Run 1, cell placement:
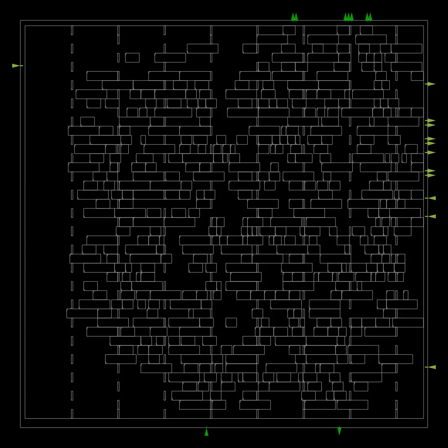
Run 1, placement density heat map:
The die is cut into 12 by 12 equal tiles; white is low, dark blue is high, 0 to 100% covered.
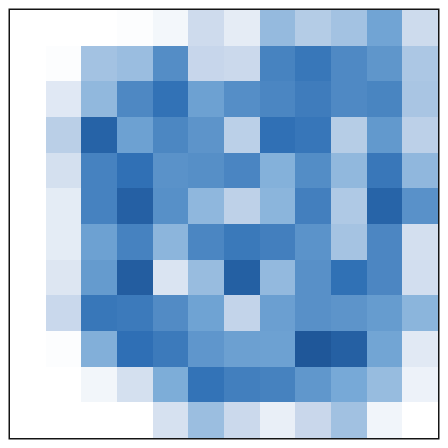
Run 1, metal 1:
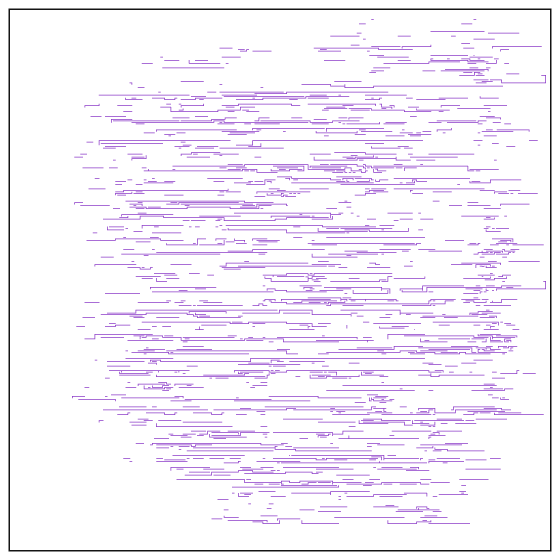
Run 1, M2 wires:
Cells faint in the background.
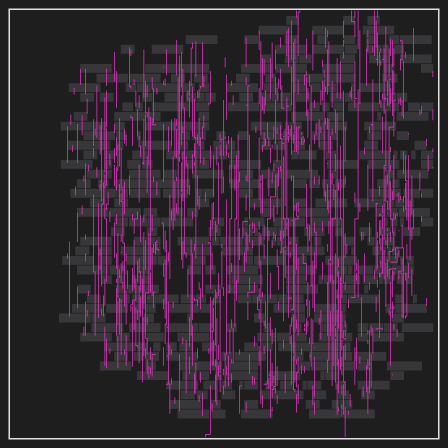
File: src/rtl/huffman_decode_pkg.sv
// Shared types and sizing for the Huffman encoder/decoder pair.
// The decoder tables and the encoder must agree on these constants.
package huf_pkg;

    localparam int NUM_SYM = 10;
    localparam int MAX_LEN = 5;
    localparam int SYM_W   = 4;
    localparam int LEN_W   = 3;
    localparam int BLK_LEN = 256;
    localparam int CNT_W   = 8;

    typedef logic [MAX_LEN-1:0] huf_code_t;
    typedef logic [LEN_W-1:0]   huf_len_t;
    typedef logic [SYM_W-1:0]   huf_sym_t;
    typedef logic [CNT_W-1:0]   huf_cnt_t;

    typedef enum logic [1:0] {
        S_LOAD   = 2'd0,
        S_DECODE = 2'd1,
        S_DONE   = 2'd2,
        S_ERR    = 2'd3
    } huf_state_e;

    localparam huf_len_t LEN_MAX  = huf_len_t'(MAX_LEN);
    localparam huf_len_t LEN_ONE  = huf_len_t'(1);
    localparam huf_sym_t IDX_LAST = huf_sym_t'(NUM_SYM - 1);
    localparam huf_cnt_t CNT_LAST = huf_cnt_t'(BLK_LEN - 1);

endpackage

File: src/rtl/huffman_decode_if.sv
// Bit-stream input and symbol output bundle of the Huffman decoder.
// master = stream source / result consumer, slave = decoder.
interface huffman_decode_if
    import huf_pkg::*;
();

    logic     Bit_in;
    logic     Bit_valid;
    huf_sym_t Sym_out;
    logic     Sym_valid;
    logic     Table_done;
    logic     Done;
    logic     Err;
    huf_cnt_t Sym_cnt;

    modport master (
        output Bit_in,
        output Bit_valid,
        input  Sym_out,
        input  Sym_valid,
        input  Table_done,
        input  Done,
        input  Err,
        input  Sym_cnt
    );

    modport slave (
        input  Bit_in,
        input  Bit_valid,
        output Sym_out,
        output Sym_valid,
        output Table_done,
        output Done,
        output Err,
        output Sym_cnt
    );

endinterface

File: src/rtl/huffman_decode_match.sv
// Parallel codeword lookup: compares {acc,len} against every table entry.
// Entries are right-aligned with zeroed upper bits, so a full-width compare is exact.
module huf_code_match
    import huf_pkg::*;
(
    input  huf_code_t                    acc_i,
    input  huf_len_t                     len_i,
    input  logic [NUM_SYM*MAX_LEN-1:0]   codes_i,
    input  logic [NUM_SYM*LEN_W-1:0]     lens_i,
    output logic                         hit_o,
    output huf_sym_t                     idx_o
);

    // Scan from the top so the lowest matching index is the last one written.
    always_comb begin
        hit_o = 1'b0;
        idx_o = '0;
        for (int i = NUM_SYM - 1; i >= 0; i--) begin
            if (lens_i[i*LEN_W +: LEN_W] == len_i &&
                codes_i[i*MAX_LEN +: MAX_LEN] == acc_i) begin
                hit_o = 1'b1;
                idx_o = huf_sym_t'(i);
            end
        end
    end

endmodule

File: src/rtl/huffman_decode.sv
// Huffman decoder: loads a code table from the bit stream,
// then turns each following codeword into a one-cycle symbol strobe.
module huffman_decode
    import huf_pkg::*;
(
    input  logic           Clk,
    input  logic           Reset,
    input  logic           En,
    huffman_decode_if.slave bus
);

    huf_state_e                       state_q;
    logic [NUM_SYM-1:0][MAX_LEN-1:0]  code_q;
    logic [NUM_SYM-1:0][LEN_W-1:0]    clen_q;
    huf_code_t                        acc_q;
    huf_code_t                        acc_d;
    huf_len_t                         len_q;
    huf_len_t                         len_d;
    huf_sym_t                         idx_q;
    huf_sym_t                         sym_q;
    logic                             sym_valid_q;
    logic                             table_done_q;
    logic                             done_q;
    logic                             err_q;
    huf_cnt_t                         cnt_q;

    logic                             hit;
    huf_sym_t                         hit_idx;

    // Accumulator value including the bit on the input this cycle.
    assign acc_d = {acc_q[MAX_LEN-2:0], bus.Bit_in};
    assign len_d = len_q + LEN_ONE;

    huf_code_match u_match (
        .acc_i   (acc_d),
        .len_i   (len_d),
        .codes_i (code_q),
        .lens_i  (clen_q),
        .hit_o   (hit),
        .idx_o   (hit_idx)
    );

    always_ff @(posedge Clk or negedge Reset) begin
        if (!Reset) begin
            state_q      <= S_LOAD;
            code_q       <= '0;
            clen_q       <= '0;
            acc_q        <= '0;
            len_q        <= '0;
            idx_q        <= '0;
            sym_q        <= '0;
            sym_valid_q  <= 1'b0;
            table_done_q <= 1'b0;
            done_q       <= 1'b0;
            err_q        <= 1'b0;
            cnt_q        <= '0;
        end else if (En) begin
            sym_valid_q <= 1'b0;
            unique case (state_q)
                S_LOAD: begin
                    if (bus.Bit_valid) begin
                        if (len_q == LEN_MAX) begin
                            err_q   <= 1'b1;
                            state_q <= S_ERR;
                        end else begin
                            acc_q <= acc_d;
                            len_q <= len_d;
                        end
                    end else if (len_q != '0) begin
                        // Run ended: len_q != 0 means the previous cycle was valid.
                        code_q[idx_q] <= acc_q;
                        clen_q[idx_q] <= len_q;
                        idx_q         <= idx_q + huf_sym_t'(1);
                        acc_q         <= '0;
                        len_q         <= '0;
                        if (idx_q == IDX_LAST) begin
                            table_done_q <= 1'b1;
                            state_q      <= S_DECODE;
                        end
                    end
                end
                S_DECODE: begin
                    if (bus.Bit_valid) begin
                        if (hit) begin
                            sym_q       <= hit_idx;
                            sym_valid_q <= 1'b1;
                            acc_q       <= '0;
                            len_q       <= '0;
                            cnt_q       <= cnt_q + huf_cnt_t'(1);
                            if (cnt_q == CNT_LAST) begin
                                done_q  <= 1'b1;
                                state_q <= S_DONE;
                            end
                        end else if (len_d == LEN_MAX) begin
                            err_q   <= 1'b1;
                            state_q <= S_ERR;
                        end else begin
                            acc_q <= acc_d;
                            len_q <= len_d;
                        end
                    end else if (len_q != '0) begin
                        err_q   <= 1'b1;
                        state_q <= S_ERR;
                    end
                end
                S_DONE: begin
                end
                S_ERR: begin
                end
                default: begin
                    state_q <= S_ERR;
                    err_q   <= 1'b1;
                end
            endcase
        end
    end

    assign bus.Sym_out    = sym_q;
    assign bus.Sym_valid  = sym_valid_q;
    assign bus.Table_done = table_done_q;
    assign bus.Done       = done_q;
    assign bus.Err        = err_q;
    assign bus.Sym_cnt    = cnt_q;

endmodule

File: src/flat_wrapper.sv
// flat-port wrapper written by rule: the top's interface ports become plain ports
module huffman_decode_flat import huf_pkg::*;
  (Clk, Reset, En, bus_Bit_in, bus_Bit_valid, bus_Sym_out, bus_Sym_valid, bus_Table_done, bus_Done, bus_Err, bus_Sym_cnt);
  huffman_decode_if bus_i ();
  input  logic Clk;
  input  logic Reset;
  input  logic En;
  input wire logic [$bits(bus_i.Bit_in)-1:0] bus_Bit_in;
  input wire logic [$bits(bus_i.Bit_valid)-1:0] bus_Bit_valid;
  output wire logic [$bits(bus_i.Sym_out)-1:0] bus_Sym_out;
  output wire logic [$bits(bus_i.Sym_valid)-1:0] bus_Sym_valid;
  output wire logic [$bits(bus_i.Table_done)-1:0] bus_Table_done;
  output wire logic [$bits(bus_i.Done)-1:0] bus_Done;
  output wire logic [$bits(bus_i.Err)-1:0] bus_Err;
  output wire logic [$bits(bus_i.Sym_cnt)-1:0] bus_Sym_cnt;
  assign bus_i.Bit_in = bus_Bit_in;
  assign bus_i.Bit_valid = bus_Bit_valid;
  assign bus_Sym_out = bus_i.Sym_out;
  assign bus_Sym_valid = bus_i.Sym_valid;
  assign bus_Table_done = bus_i.Table_done;
  assign bus_Done = bus_i.Done;
  assign bus_Err = bus_i.Err;
  assign bus_Sym_cnt = bus_i.Sym_cnt;
  huffman_decode u_core (.Clk(Clk), .Reset(Reset), .En(En), .bus(bus_i));
endmodule
File: config.mk
export PLATFORM = sky130hd
export DESIGN_NAME = huffman_decode_flat
export DESIGN_NICKNAME = d
export VERILOG_FILES = /design/src/rtl/huffman_decode_pkg.sv /design/src/rtl/huffman_decode_if.sv /design/src/rtl/huffman_decode_match.sv /design/src/rtl/huffman_decode.sv /design/src/flat_wrapper.sv
export SDC_FILE = /design/constraint.sdc
export NUM_CORES = 1
export LEC_CHECK = 0
export CAP_MARGIN = 20
export CORE_UTILIZATION = 39
export CTS_CLUSTER_DIAMETER = 60
export DETAILED_ROUTE_END_ITERATION = 8
export GPL_TIMING_DRIVEN = 0
export SLEW_MARGIN = 20
export SYNTH_ARGS = -nofsm -noshare
export SYNTH_HDL_FRONTEND = slang
export SYNTH_HIERARCHICAL = 1
export SYNTH_SLANG_ARGS = --single-unit
File: constraint.sdc
create_clock -name Clk -period 10.6 [get_ports Clk]
set_clock_uncertainty 0.15 [all_clocks]
set_input_delay 3.18 -clock Clk [delete_from_list [all_inputs] [get_ports Clk]]
set_output_delay 3.18 -clock Clk [all_outputs]
set_load 0.01 [all_outputs]
==> impl_results.html, run 1 <==
<h3>Run summary</h3>
<table>
<tr><th>Metric</th><th>Value</th></tr>
<tr><th colspan="2">Clock network</th></tr>
<tr><td>Maximum root-to-sink buffer count</td><td>2</td></tr>
<tr><td>Number of buffers created by CTS</td><td>9</td></tr>
<tr><td>CTS tree</td><td>done</td></tr>
<tr><td>CTS HTree Levels</td><td>3</td></tr>
<tr><td>Hold-fix buffers at CTS</td><td>0</td></tr>
<tr><td>CTS clk-pin slew, worst paths</td><td>70 ps</td></tr>
<tr><td>Post-cts sizing count</td><td>0</td></tr>
<tr><td>Count of clock tree sinks</td><td>110</td></tr>
<tr><td>Number of buffers added for setup after CTS</td><td>0</td></tr>
<tr><td>Root Driver</td><td>clkbuf_16</td></tr>
<tr><td>Insertion delay to the later sink of the worst-skew pair</td><td>350 ps</td></tr>
<tr><th colspan="2">Worst hold path</th></tr>
<tr><td>Worst min path class</td><td>flip-flop to flip-flop</td></tr>
<tr><td>Depth of the worst hold-timing path</td><td>1</td></tr>
<tr><td>Worst Hold Launch</td><td>u_core/bus.Done</td></tr>
<tr><td>Terminating pin of the worst hold path</td><td>u_core/bus.Done</td></tr>
<tr><th colspan="2">Synthesis</th></tr>
<tr><td>Post-Synth Adder-Cell Area</td><td>1.80%</td></tr>
<tr><td>Cell Type Count</td><td>about 46</td></tr>
<tr><td>Post-synthesis simple-gate area fraction</td><td>9.63%</td></tr>
<tr><td>Dominant non-sequential cell family after synthesis</td><td>multiplexers</td></tr>
<tr><td>Mux frac, synth</td><td>roughly 18%</td></tr>
<tr><td>Yosys-reported design area after synthesis</td><td>0.00555 mm²</td></tr>
<tr><td>Top cells by count, synth</td><td>dfrtp_1 (110), mux2_2 (85), xor2_1 (58), xnor2_1 (33)</td></tr>
<tr><td>Yosys Instances</td><td>436</td></tr>
<tr><td>Biggest area consumer among synthesized cells</td><td>dfrtp_1</td></tr>
<tr><td>Post-Synthesis Mean Instance Area</td><td>12.7 µm²</td></tr>
<tr><td>Largest cells by area</td><td>dfrtp_1 (50%), mux2_2 (17%), xor2_1 (9.2%)</td></tr>
<tr><td>Proportion of synthesized chip area in sequential cells</td><td>around half</td></tr>
<tr><td>Flop and latch count out of synthesis</td><td>about 110</td></tr>
<tr><td>Compound Share, Synth</td><td>4.04%</td></tr>
<tr><td>Cell area after synthesis</td><td>0.00555 mm²</td></tr>
<tr><td>Synth Net Count</td><td>between 400 and 500</td></tr>
<tr><td>Dominant synthesized flop cell</td><td>dfrtp_1</td></tr>
<tr><td>Most popular library cell in the synthesized design by count</td><td>dfrtp_1</td></tr>
<tr><td>Async set-or-reset flop fraction in the synthesized netlist</td><td>100%</td></tr>
<tr><td>Instance count of the mapped netlist</td><td>436</td></tr>
<tr><td>Top-area cell share</td><td>49.6%</td></tr>
<tr><td>Synthesized-area fraction occupied by xor and xnor cells</td><td>14.4%</td></tr>
<tr><th colspan="2">Timing</th></tr>
<tr><td>Maximum clock rate</td><td>approximately 160 MHz</td></tr>
<tr><td>Post-route setup TNS</td><td>0 ps</td></tr>
<tr><td>Hold_ws</td><td>332 ps</td></tr>
<tr><td>Post-route clock period utilization</td><td>57.4%</td></tr>
<tr><td>Worst slew margin</td><td>42.6%</td></tr>
<tr><td>Post-route worst setup slack</td><td>4510 ps</td></tr>
<tr><td>RSZ-0062 raised after global routing</td><td>false</td></tr>
<tr><td>Setup violators final</td><td>0</td></tr>
<tr><td>Final Max Slew Viols</td><td>0</td></tr>
<tr><td>Final hold violation count</td><td>0</td></tr>
<tr><td>Worst-Margin Slew</td><td>between 800 and 900 ps</td></tr>
<tr><th colspan="2">Critical path</th></tr>
<tr><td>Startpoint Class</td><td>primary input</td></tr>
<tr><td>Slowest stage delay, CP</td><td>650 ps</td></tr>
<tr><td>Sort of element at the end of the critical path</td><td>flip-flop</td></tr>
<tr><td>Critical path buffers and inverters</td><td>3</td></tr>
<tr><td>Cell family with the largest share of critical-path delay</td><td>simple AND/OR/NAND/NOR gates</td></tr>
<tr><td>Endpoint of the lowest-slack register-to-register path</td><td>u_core/len_q[0]</td></tr>
<tr><td>Crit-path max FO</td><td>10</td></tr>
<tr><td>R2R depth</td><td>13</td></tr>
<tr><td>Source of the worst register-to-register timing path</td><td>u_core/len_q[1]</td></tr>
<tr><td>Required time at the worst-slack endpoint</td><td>10,740 ps</td></tr>
<tr><td>Slowest CP cell</td><td>a31oi_1</td></tr>
<tr><td>Reg-to-reg setup timing slack</td><td>about 6400 ps</td></tr>
<tr><td>Arrival time of the worst setup path</td><td>a little over 6000 ps</td></tr>
<tr><td>Kind of critical path</td><td>primary input to flip-flop</td></tr>
<tr><th colspan="2">Die</th></tr>
<tr><td>Tap cells</td><td>180</td></tr>
<tr><td>Die width</td><td>121 µm</td></tr>
<tr><td>FP Util</td><td>between 30% and 40%</td></tr>
<tr><td>Die boundary height</td><td>between 100 and 150 µm</td></tr>
<tr><td>Top-level I/O count</td><td>21</td></tr>
<tr><td>Chip footprint</td><td>0.0147 mm²</td></tr>
<tr><td>Num rows</td><td>between 40 and 50</td></tr>
<tr><th colspan="2">Final layout</th></tr>
<tr><td>Count of buffers not belonging to the clock network in the layout</td><td>41</td></tr>
<tr><td>Top Layout Cells</td><td>dfrtp_1 (110), mux2_2 (85), xor2_1 (58)</td></tr>
<tr><td>Area added between synthesis and finish</td><td>13.8%</td></tr>
<tr><td>Inverters excl. clock</td><td>7</td></tr>
<tr><td>Fraction of layout cells with a size suffix above 1</td><td>roughly a quarter</td></tr>
<tr><td>Number of nets in the layout</td><td>481</td></tr>
<tr><td>Most common cell after layout, fill and taps aside</td><td>dfrtp_1</td></tr>
<tr><td>Seq. cell area</td><td>0.00275 mm²</td></tr>
<tr><td>Area taken by multi-input logic gates</td><td>0.00264 mm²</td></tr>
<tr><td>Core occupancy in the finished layout</td><td>a little under half</td></tr>
<tr><td>Area of all placed cells without fillers</td><td>roughly 0.0063 mm²</td></tr>
<tr><td>Multi-input logic portion of the cell area</td><td>between 40% and 50%</td></tr>
<tr><td>Clock network area share</td><td>4.90%</td></tr>
<tr><td>Final-layout clock buffer total</td><td>12</td></tr>
<tr><td>Largest cell class by area</td><td>registers</td></tr>
<tr><td>Filler cell count in the final layout</td><td>1,266</td></tr>
<tr><td>Number of antenna repair diodes</td><td>0</td></tr>
<tr><td>Reg with most FFs</td><td>u_core/code_q</td></tr>
<tr><td>Flip-flop count of the largest register after layout</td><td>50</td></tr>
<tr><td>Non-clock buffer share</td><td>between 5 and 6%</td></tr>
<tr><th colspan="2">Placed design</th></tr>
<tr><td>Routability congestion estimate</td><td>0.770</td></tr>
<tr><td>Detailed Place HPWL</td><td>8140 µm</td></tr>
<tr><td># port buffers</td><td>20</td></tr>
<tr><td>Pre-CTS setup slack</td><td>around 4200 ps</td></tr>
<tr><td>Number of placed instances with taps included</td><td>637</td></tr>
<tr><th colspan="2">Global routing</th></tr>
<tr><td>Global-route wire length before repair</td><td>19,700 µm</td></tr>
<tr><td>Gr usage total</td><td>a little under a fifth</td></tr>
<tr><td>Grt ovf</td><td>0</td></tr>
<tr><td>Most used routing layer in global routing</td><td>met2</td></tr>
<tr><td>Met1 Resource Use GR</td><td>24.8%</td></tr>
<tr><td>GR met3 Demand/Resource</td><td>3.85%</td></tr>
<tr><td>Via count of the first global-routing pass</td><td>roughly 3,500</td></tr>
<tr><td>Initial antenna violation count</td><td>0</td></tr>
<tr><td>Pin count of the biggest net entering global routing</td><td>63</td></tr>
<tr><th colspan="2">Drt</th></tr>
<tr><td>Number of iterations in the first detailed-routing pass</td><td>4</td></tr>
<tr><td>Total detailed-routing wirelength</td><td>between 10,000 and 15,000 µm</td></tr>
<tr><td>Post-route DRC</td><td>0</td></tr>
<tr><td>Number of routed nets with antenna violations</td><td>0</td></tr>
<tr><td>Post-detailed-route via-to-cell ratio</td><td>5.20</td></tr>
<tr><td>Detailed-routed wire length on met2</td><td>5800 µm</td></tr>
<tr><td>Sum of routed wire segments on met1</td><td>roughly 5900 µm</td></tr>
<tr><td>Top routing layer in use</td><td>met4</td></tr>
<tr><td>Wire length on met3</td><td>323 µm</td></tr>
<tr><td>Iteration-0 DRC Markers</td><td>around 160</td></tr>
<tr><td>Routed length per instance</td><td>18.6 µm</td></tr>
<tr><td>Vias post-DR</td><td>3,388</td></tr>
<tr><th colspan="2">Outcome</th></tr>
<tr><td>Result of the run</td><td>finished clean</td></tr>
<tr><th colspan="2">Run</th></tr>
<tr><td>Number of warning messages in the logs</td><td>31</td></tr>
<tr><th colspan="2">Power and ir drop</th></tr>
<tr><td>Worst vdd rail ir drop</td><td>0.000116 V</td></tr>
<tr><td>Power per cell area</td><td>252 mW/mm²</td></tr>
<tr><td>Post-route total power</td><td>between 1.5 and 2 mW</td></tr>
<tr><td>Cell leakage power</td><td>3.12 nW</td></tr>
</table>
-- 'cell placement' (at the start) --
count of flip-flops and latches: 110
Placeable Area: 0.0139 mm²
flop share of the area: 43.6%
number of standard cells in the final layout excluding fillers: 652

-- 'placement density heat map' (at the start) --
nearly empty tiles: 15%
fullest tile: 84%
emptiest ninth of the die: bottom left
tiles over 75% full: 4.9%

-- 'metal 1' (at the start) --
wire length on this layer: 5,880 µm
nets with wire on the layer: 439
longest straight run: 39.1 µm
main direction: horizontal

-- 'M2 wires' (at the start) --
main direction: vertical
share of all routed wire: 48%

[run 1: worst max path at each step]
stage               startpoint           endpoint  slack, ps  cells after the start
global route        bus_Bit_in    u_core/len_q[0]       4320                     11
CTS                 bus_Bit_in    u_core/len_q[0]       4520                     11
finish              bus_Bit_in    u_core/len_q[0]       4510                     11
floorplan           bus_Bit_in  u_core/state_q[0]       4970                     10
global placement         Reset  u_core/code_q[19]       1920                      1
detailed placement  bus_Bit_in    u_core/len_q[0]       4160                     11
[run 1: where the power goes]
part,switching [mW],internal (mW),total (mW)
clock network,0.149,0.201,0.350
registers,0.0576,0.490,0.547
logic,0.395,0.295,0.690
## Run 2: what changed since run 1
- clock period: 10.6 -> 5 ns (I/O delays scaled with it)
Run 2, placement density heat map:
The die is cut into 12 by 12 equal tiles; white is low, dark blue is high, 0 to 100% covered.
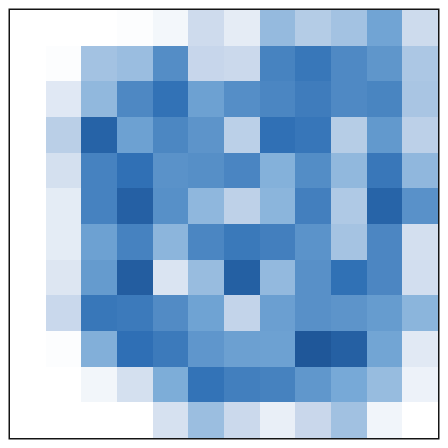
emptiest ninth of the die: bottom left
fullest tile: 84%
tiles over 75% full: 4.9%
mean over tiles: 41%
nearly empty tiles: 15%

Run 2, sequential cells grouped by signal name:
Other sequential cells in the stronger gray, the rest of the logic in the fainter gray.
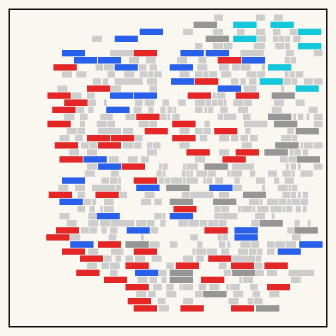
| color | name in the netlist | placed flops |
|---|---|---|
| blue | u_core/clen_q | 30 |
| red | u_core/code_q | 50 |
| cyan | u_core/bus.Sym_cnt | 8 |
Seq. cell area: 0.00275 mm²
core occupancy in the finished layout: 45.5%

==> run 2 against run 1 <==
  * Sequential share of layout area stayed put
  * Design area is the same
  * Critical path depth is the same
  * Final cell count stayed put
  * Synthesized cell count did not move
  * Area after synthesis did not move
  * Critical path type unchanged
  * Wire length unchanged
  * Highest routed layer unchanged
  * Worst hold slack stayed put
  * Die size stayed put
==> impl_results.html, run 2 <==
<h3>Run summary</h3>
<table>
<tr><th>Metric</th><th>Value</th></tr>
<tr><th colspan="2">Final layout</th></tr>
<tr><td>Non-clock buffer share</td><td>5.77% (unchanged)</td></tr>
<tr><td>Area added between synthesis and finish</td><td>13.8% (unchanged)</td></tr>
<tr><td>Reg with most FFs</td><td>u_core/code_q</td></tr>
<tr><td>Flip-flop count of the largest register after layout</td><td>50 (unchanged)</td></tr>
<tr><td>Final-layout clock buffer total</td><td>12 (unchanged)</td></tr>
<tr><td>Flop share of the area</td><td>43.6% (unchanged)</td></tr>
<tr><td>Count of flip-flops and latches</td><td>110 (unchanged)</td></tr>
<tr><td>Count of buffers not belonging to the clock network in the layout</td><td>41 (unchanged)</td></tr>
<tr><td>Most common cell after layout, fill and taps aside</td><td>dfrtp_1</td></tr>
<tr><td>Area of all placed cells without fillers</td><td>0.00631 mm² (unchanged)</td></tr>
<tr><td>Number of antenna repair diodes</td><td>0 (unchanged)</td></tr>
<tr><td>Largest cell class by area</td><td>registers</td></tr>
<tr><td>Top Layout Cells</td><td>dfrtp_1 (110), mux2_2 (85), xor2_1 (58)</td></tr>
<tr><td>Fraction of layout cells with a size suffix above 1</td><td>26.7% (unchanged)</td></tr>
<tr><td>Clock network area share</td><td>4.90% (unchanged)</td></tr>
<tr><td>Area taken by multi-input logic gates</td><td>0.00264 mm² (unchanged)</td></tr>
<tr><td>Filler cell count in the final layout</td><td>1,266 (unchanged)</td></tr>
<tr><td>Number of standard cells in the final layout excluding fillers</td><td>652 (unchanged)</td></tr>
<tr><td>Inverters excl. clock</td><td>7 (unchanged)</td></tr>
<tr><td>Number of nets in the layout</td><td>481 (unchanged)</td></tr>
<tr><th colspan="2">Critical path</th></tr>
<tr><td>Crit-path max FO</td><td>10 (unchanged)</td></tr>
<tr><td>Arrival time of the worst setup path</td><td>4550 ps (-1680 ps)</td></tr>
<tr><td>Endpoint of the lowest-slack register-to-register path</td><td>u_core/len_q[0]</td></tr>
<tr><td>Slowest stage delay, CP</td><td>650 ps (about the same)</td></tr>
<tr><td>Cell family with the largest share of critical-path delay</td><td>simple AND/OR/NAND/NOR gates</td></tr>
<tr><td>Crit. Startpoint</td><td>bus_Bit_in</td></tr>
<tr><td>Slowest CP cell</td><td>a31oi_1</td></tr>
<tr><td>Required time at the worst-slack endpoint</td><td>5140 ps (-5600 ps)</td></tr>
<tr><td>Source of the worst register-to-register timing path</td><td>u_core/len_q[1]</td></tr>
<tr><td>Sort of element at the end of the critical path</td><td>flip-flop</td></tr>
<tr><td>Kind of critical path</td><td>primary input to flip-flop</td></tr>
<tr><td>Number of logic stages on the critical path including buffering</td><td>11 (unchanged)</td></tr>
<tr><td>Startpoint Class</td><td>primary input</td></tr>
<tr><td>R2R depth</td><td>13 (unchanged)</td></tr>
<tr><td>Reg-to-reg setup timing slack</td><td>840 ps (-5600 ps)</td></tr>
<tr><td>Critical path buffers and inverters</td><td>3 (unchanged)</td></tr>
<tr><th colspan="2">Placed design</th></tr>
<tr><td># port buffers</td><td>20 (unchanged)</td></tr>
<tr><td>Routability congestion estimate</td><td>0.770 (unchanged)</td></tr>
<tr><td>Detailed Place HPWL</td><td>8140 µm (unchanged)</td></tr>
<tr><td>Number of placed instances with taps included</td><td>637 (unchanged)</td></tr>
<tr><th colspan="2">Clock network</th></tr>
<tr><td>Count of clock tree sinks</td><td>110 (unchanged)</td></tr>
<tr><td>Number of buffers created by CTS</td><td>9 (unchanged)</td></tr>
<tr><td>Post-cts sizing count</td><td>0 (unchanged)</td></tr>
<tr><td>Insertion delay to the later sink of the worst-skew pair</td><td>350 ps (about the same)</td></tr>
<tr><td>CTS clk-pin slew, worst paths</td><td>70 ps (about the same)</td></tr>
<tr><td>Number of buffers added for setup after CTS</td><td>0 (unchanged)</td></tr>
<tr><td>Hold-fix buffers at CTS</td><td>0 (unchanged)</td></tr>
<tr><td>CTS HTree Levels</td><td>3 (unchanged)</td></tr>
<tr><td>CTS tree</td><td>done</td></tr>
<tr><td>Maximum root-to-sink buffer count</td><td>2 (unchanged)</td></tr>
<tr><th colspan="2">Synthesis</th></tr>
<tr><td>Flop and latch count out of synthesis</td><td>110 (unchanged)</td></tr>
<tr><td>Instance count of the mapped netlist</td><td>436 (unchanged)</td></tr>
<tr><td>Top cells by count, synth</td><td>dfrtp_1 (110), mux2_2 (85), xor2_1 (58), xnor2_1 (33)</td></tr>
<tr><td>Yosys-reported design area after synthesis</td><td>0.00555 mm² (unchanged)</td></tr>
<tr><td>Largest cells by area</td><td>dfrtp_1 (50%), mux2_2 (17%), xor2_1 (9.2%)</td></tr>
<tr><td>Proportion of synthesized chip area in sequential cells</td><td>49.6% (unchanged)</td></tr>
<tr><td>Cell area after synthesis</td><td>0.00555 mm² (unchanged)</td></tr>
<tr><td>Yosys Instances</td><td>436 (unchanged)</td></tr>
<tr><td>Top-area cell share</td><td>49.6% (unchanged)</td></tr>
<tr><td>Biggest area consumer among synthesized cells</td><td>dfrtp_1</td></tr>
<tr><td>Cell Type Count</td><td>46 (unchanged)</td></tr>
<tr><td>Synth Net Count</td><td>449 (unchanged)</td></tr>
<tr><td>Dominant synthesized flop cell</td><td>dfrtp_1</td></tr>
<tr><td>Most popular library cell in the synthesized design by count</td><td>dfrtp_1</td></tr>
<tr><th colspan="2">Timing</th></tr>
<tr><td>Final hold violation count</td><td>0 (unchanged)</td></tr>
<tr><td>Final Max Slew Viols</td><td>0 (unchanged)</td></tr>
<tr><td>Post-route clock period utilization</td><td>88.2%</td></tr>
<tr><td>Hold_ws</td><td>332 ps (unchanged)</td></tr>
<tr><td>Worst slew margin</td><td>42.6% (unchanged)</td></tr>
<tr><td>Setup violators final</td><td>0 (unchanged)</td></tr>
<tr><td>Worst-Margin Slew</td><td>858 ps (unchanged)</td></tr>
<tr><td>Maximum clock rate</td><td>~230 MHz</td></tr>
<tr><td>RSZ-0062 raised after global routing</td><td>false</td></tr>
<tr><th colspan="2">Global routing</th></tr>
<tr><td>Pin count of the biggest net entering global routing</td><td>63 (unchanged)</td></tr>
<tr><td>Grt ovf</td><td>0 (unchanged)</td></tr>
<tr><td>Gr usage total</td><td>18.4% (unchanged)</td></tr>
<tr><td>Via count of the first global-routing pass</td><td>3,543 (unchanged)</td></tr>
<tr><td>Met2 Resource Use GR</td><td>about 30%</td></tr>
<tr><td>Met1 Resource Use GR</td><td>24.8% (unchanged)</td></tr>
<tr><td>GR met3 Demand/Resource</td><td>3.85% (unchanged)</td></tr>
<tr><td>Global-route wire length before repair</td><td>19,700 µm (unchanged)</td></tr>
<tr><td>Most used routing layer in global routing</td><td>met2</td></tr>
<tr><td>Initial antenna violation count</td><td>0 (unchanged)</td></tr>
<tr><th colspan="2">Power and ir drop</th></tr>
<tr><td>Group drawing the most power</td><td>combinational cells</td></tr>
<tr><td>P_seq</td><td>1.16 mW (+110%)</td></tr>
<tr><td>Clock power frac</td><td>22.1% (about the same)</td></tr>
<tr><td>Switching Share</td><td>37.9% (about the same)</td></tr>
<tr><td>Power Clock</td><td>743 µW (+110%)</td></tr>
<tr><td>Power per cell area</td><td>533 mW/mm² (+110%)</td></tr>
<tr><td>Portion of total power attributed to combinational logic</td><td>43.5% (about the same)</td></tr>
<tr><td>Fraction of power consumed by sequential logic</td><td>34.5% (about the same)</td></tr>
<tr><td>Cell leakage power</td><td>3.12 nW (unchanged)</td></tr>
<tr><td>Net switching component of the power</td><td>1.28 mW (+110%)</td></tr>
<tr><td>Internal Pwr Total</td><td>2.09 mW (+110%)</td></tr>
<tr><td>Worst vdd rail ir drop</td><td>0.000246 V (+110%)</td></tr>
<tr><th colspan="2">Worst hold path</th></tr>
<tr><td>Depth of the worst hold-timing path</td><td>1 (unchanged)</td></tr>
<tr><td>Terminating pin of the worst hold path</td><td>u_core/bus.Done</td></tr>
<tr><td>Worst Hold Launch</td><td>u_core/bus.Done</td></tr>
<tr><td>Worst min path class</td><td>flip-flop to flip-flop</td></tr>
<tr><th colspan="2">Die</th></tr>
<tr><td>Num rows</td><td>43 (unchanged)</td></tr>
<tr><td>Die width</td><td>121 µm (unchanged)</td></tr>
<tr><td>FP Util</td><td>40.0% (unchanged)</td></tr>
<tr><td>Die boundary height</td><td>121 µm (unchanged)</td></tr>
<tr><td>Tap cells</td><td>180 (unchanged)</td></tr>
<tr><td>Chip footprint</td><td>0.0147 mm² (unchanged)</td></tr>
<tr><td>Top-level I/O count</td><td>21 (unchanged)</td></tr>
<tr><th colspan="2">Outcome</th></tr>
<tr><td>Result of the run</td><td>finished clean</td></tr>
<tr><th colspan="2">Drt</th></tr>
<tr><td>Iteration-0 DRC Markers</td><td>164 (unchanged)</td></tr>
<tr><td>Post-route DRC</td><td>0 (unchanged)</td></tr>
<tr><td>Top routing layer in use</td><td>met4</td></tr>
<tr><td>Sum of routed wire segments on met1</td><td>5880 µm (unchanged)</td></tr>
<tr><td>Post-detailed-route via-to-cell ratio</td><td>5.20 (unchanged)</td></tr>
<tr><td>Detailed-routed wire length on met2</td><td>5800 µm (unchanged)</td></tr>
<tr><td>Vias post-DR</td><td>3,388 (unchanged)</td></tr>
<tr><td>Wire length on met3</td><td>323 µm (unchanged)</td></tr>
<tr><td>Number of routed nets with antenna violations</td><td>0 (unchanged)</td></tr>
<tr><th colspan="2">Run</th></tr>
<tr><td>Number of warning messages in the logs</td><td>31 (unchanged)</td></tr>
</table>
## run 2: per-stage QoR
step / TNS, ps / power (mW) / setup slack, ps
after floorplan: 0 / 2.18 / 1050
after global placement: -219350 / 2.62 / -2000
after detailed placement: 0 / 2.65 / 243
after CTS: 0 / 3.40 / 602
after global routing: 0 / 3.58 / 404
final: 0 / 3.37 / 591
## run 2: cell families after synthesis
logic type                 count (synthesis)  synth area share [%]
AOI/OAI and AO/OA                         29                  4.04
and+or+nand+nor                           84                  9.63
adders and majority gates                  8                  1.80
muxes                                     87                  17.7
xor gates and xnor gates                  91                  14.4
DFF                                      110                  49.6
buffers and inverters                     27                  2.91
Power is estimated from default activity; no workload was simulated.
